Design seg7_capture, sky130hd; sources not shown.
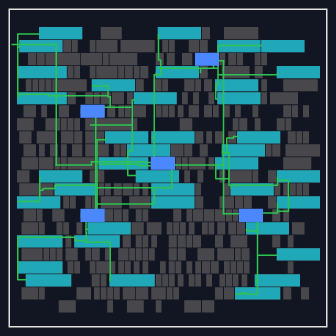
Fig. 1. Routed clock nets over the placement (run 1).
[clock wires] green | length: 516 µm
[flip-flops] cyan | count: 39
[clock drivers] blue | count: 5
flops lie	widely spread
clock power share: 0.244
latest clock arrival within the worst-skew pair: 300 ps

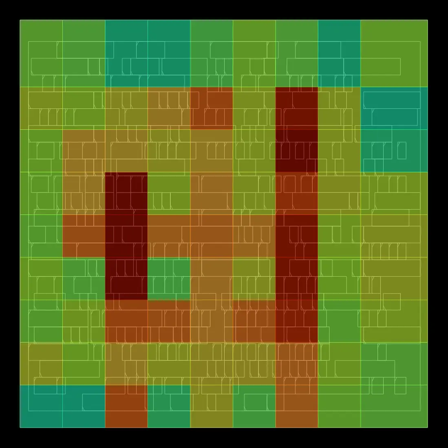
Fig. 2. Routing congestion map (run 1).
met1 Use GR: 0.357
post-layout util: 0.730
WL per Instance: 13.5 µm
M3 GR Usage: 0.0517

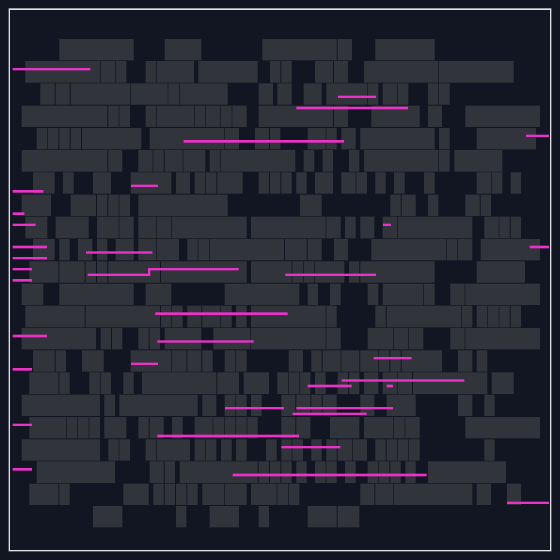
Fig. 3. Metal 3 (run 1).
Cells faint in the background.
wire length on this layer	255 µm
share of all routed wire	5.0%
nets with wire on the layer	29
via count: 1995
Routed WL: 5.11 mm

==> flow_summary.yaml, run 1 <==
# physical design summary
global_routing:
  antenna_found_initial: 0
  use_met2: 0.457
floorplanning:
  fp-row-count: 22
  pin_count: 21
  fp_util: 0.594
layout:
  num-nonclk-buffers: 31
  comb_area_frac: 0.419
  largest_reg_flops: 20
  inverters_excl_clock: 32
  stdcell_area_um2: 2770
  drive_above_1_share: 0.198
  comb_cells: 219
power_and_ir_drop:
  leakagePower_nw: 1.35
  p_int_mw: 1.15
  combPwrFrac: 0.437
  ir_drop_mv: 0.985
  power.largest_group: "combinational cells"
synth:
  synth.cellmix.simpleShare: 0.327
  avgSynthCellArea_um2: 7.49
  ys_sh_mux: 0
  synthTopCellsByCount: "nand2_1, nor2_1, dfrtp_1"
  synth_nets: 319
  synthMostInstantiatedCell: "nand2_1"
  adder_share: 0.0422
  edf_count: 0
setup_path:
  end_kind: "flop"
  worst-path-buf-inv: 3
  cp-start-kind: "primary input"
clock_network:
  cts_setup_buffers: 0
  numCtsBuffers: 5
placed_design:
  place_area_um2: 2640
run_status:
  status: "completed"
final_timing:
  fin_crit_ps: 2690
Fig. 4: run 1, cell sizes after repair
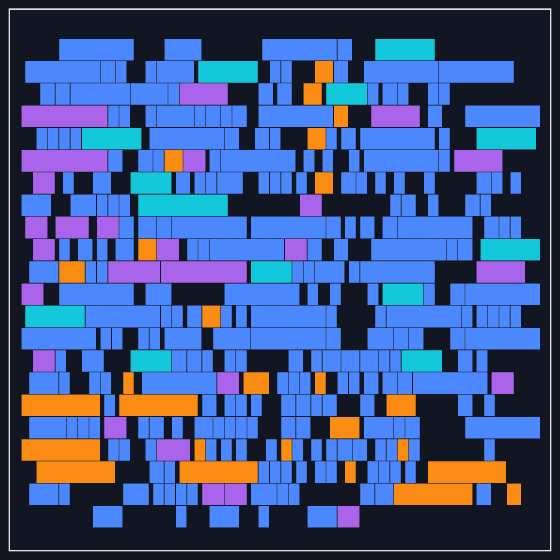

==> run 2: changes to the inputs <==
--- a/config.mk
+++ b/config.mk
@@ -6,9 +6,11 @@
 export NUM_CORES = 1
 export LEC_CHECK = 0
 export ABC_AREA = 1
-export ABC_CLOCK_PERIOD_IN_PS = 2800
+export ABC_CLOCK_PERIOD_IN_PS = 3500
+export CORE_MARGIN = 2
 export CORE_UTILIZATION = 55
 export DETAILED_ROUTE_END_ITERATION = 8
+export GPL_TIMING_DRIVEN = 0
 export HOLD_SLACK_MARGIN = 0.12
 export PLACE_DENSITY_LB_ADDON = 0.12
 export SKIP_LAST_GASP = 1
==> constraint.sdc (replaced) <==
create_clock -name clk -period 3.5 [get_ports clk]
set_clock_uncertainty 0.1 [all_clocks]
set_input_delay 0.875 -clock clk [delete_from_list [all_inputs] [get_ports clk]]
set_output_delay 0.875 -clock clk [all_outputs]
set_load 0.1 [all_outputs]
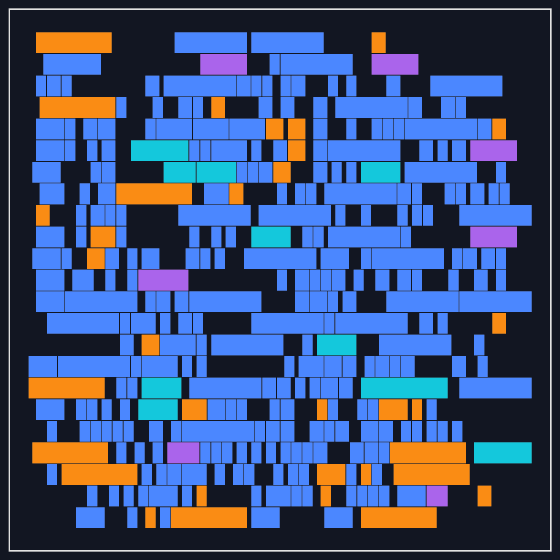
Fig. 5. Cell sizes after repair (run 2).
size	color	cells
_2 cells	orange	33
_0 and _1 cells	blue	280
_6 and larger	cyan	10
_3 and _4 cells	purple	7
Final WS setup: 199 ps
Area Growth Syn to Fin: 18.9%
Finished Cell Area: 2680 µm²
Non-clock buffers: 32

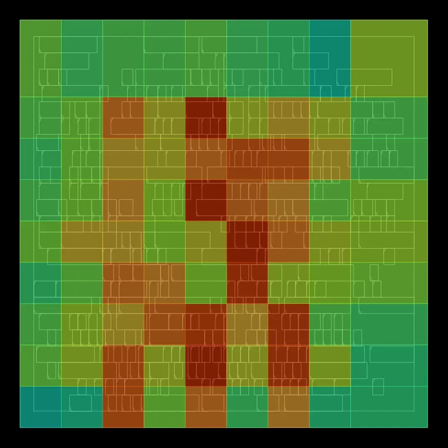
Fig. 6. Routing congestion map (run 2).
met1 Use GR: 0.344
post-layout util: 0.675
GRT Total Usage: 0.256
WL per Instance: 13.0 µm
Most Crowded Layer GR: met2

==> run 2 against run 1 <==
Design area shrank 3.3%. Clock power shrank 21%. Largest power group unchanged. Count of clock-buffer cells in the layout is the same. Setup slack improved by 90 ps. Critical endpoint is now out_digit[3]. Synthesized cell count unchanged. Die area grew 6.1%.
==> flow_summary.yaml, run 2 <==
# physical design summary
global_routing:
  use_met2: 0.413
floorplanning:
  fp-row-count: 23
  fp_util: 0.568
power_and_ir_drop:
  power.largest_group: "combinational cells"
  combPwrFrac: 0.413
  clkPwrFrac: 0.254
  p_int_uw: 858
detailed_routing:
  routed-via-count: 1995
layout:
  comb_cells: 219
  comb_area_frac: 0.429
  largest_reg_flops: 20
  inverters_excl_clock: 32
synth:
  adder_share: 0.0422
  synth.cellmix.simpleShare: 0.327
  avgSynthCellArea_um2: 7.49
  synthTopCellsByCount: "nand2_1, nor2_1, dfrtp_1"
clock_network:
  numCtsBuffers: 5
  clk_latency_ps: 290
setup_path:
  cp-start-kind: "flop"
run_status:
  status: "completed"
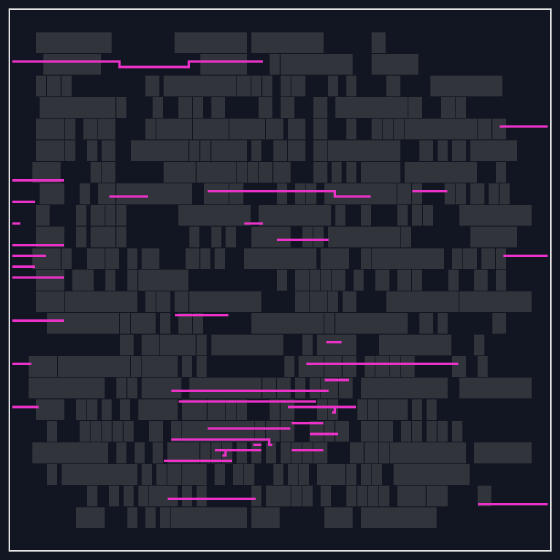
Fig. 7. Metal 3 (run 2).
Cells faint in the background.
wire length on this layer	265 µm
share of all routed wire	5.4%
M3 GR Usage: 0.0609
Routed WL: 4.95 mm

No activity file was given, so power comes from the tool's default toggle rates.
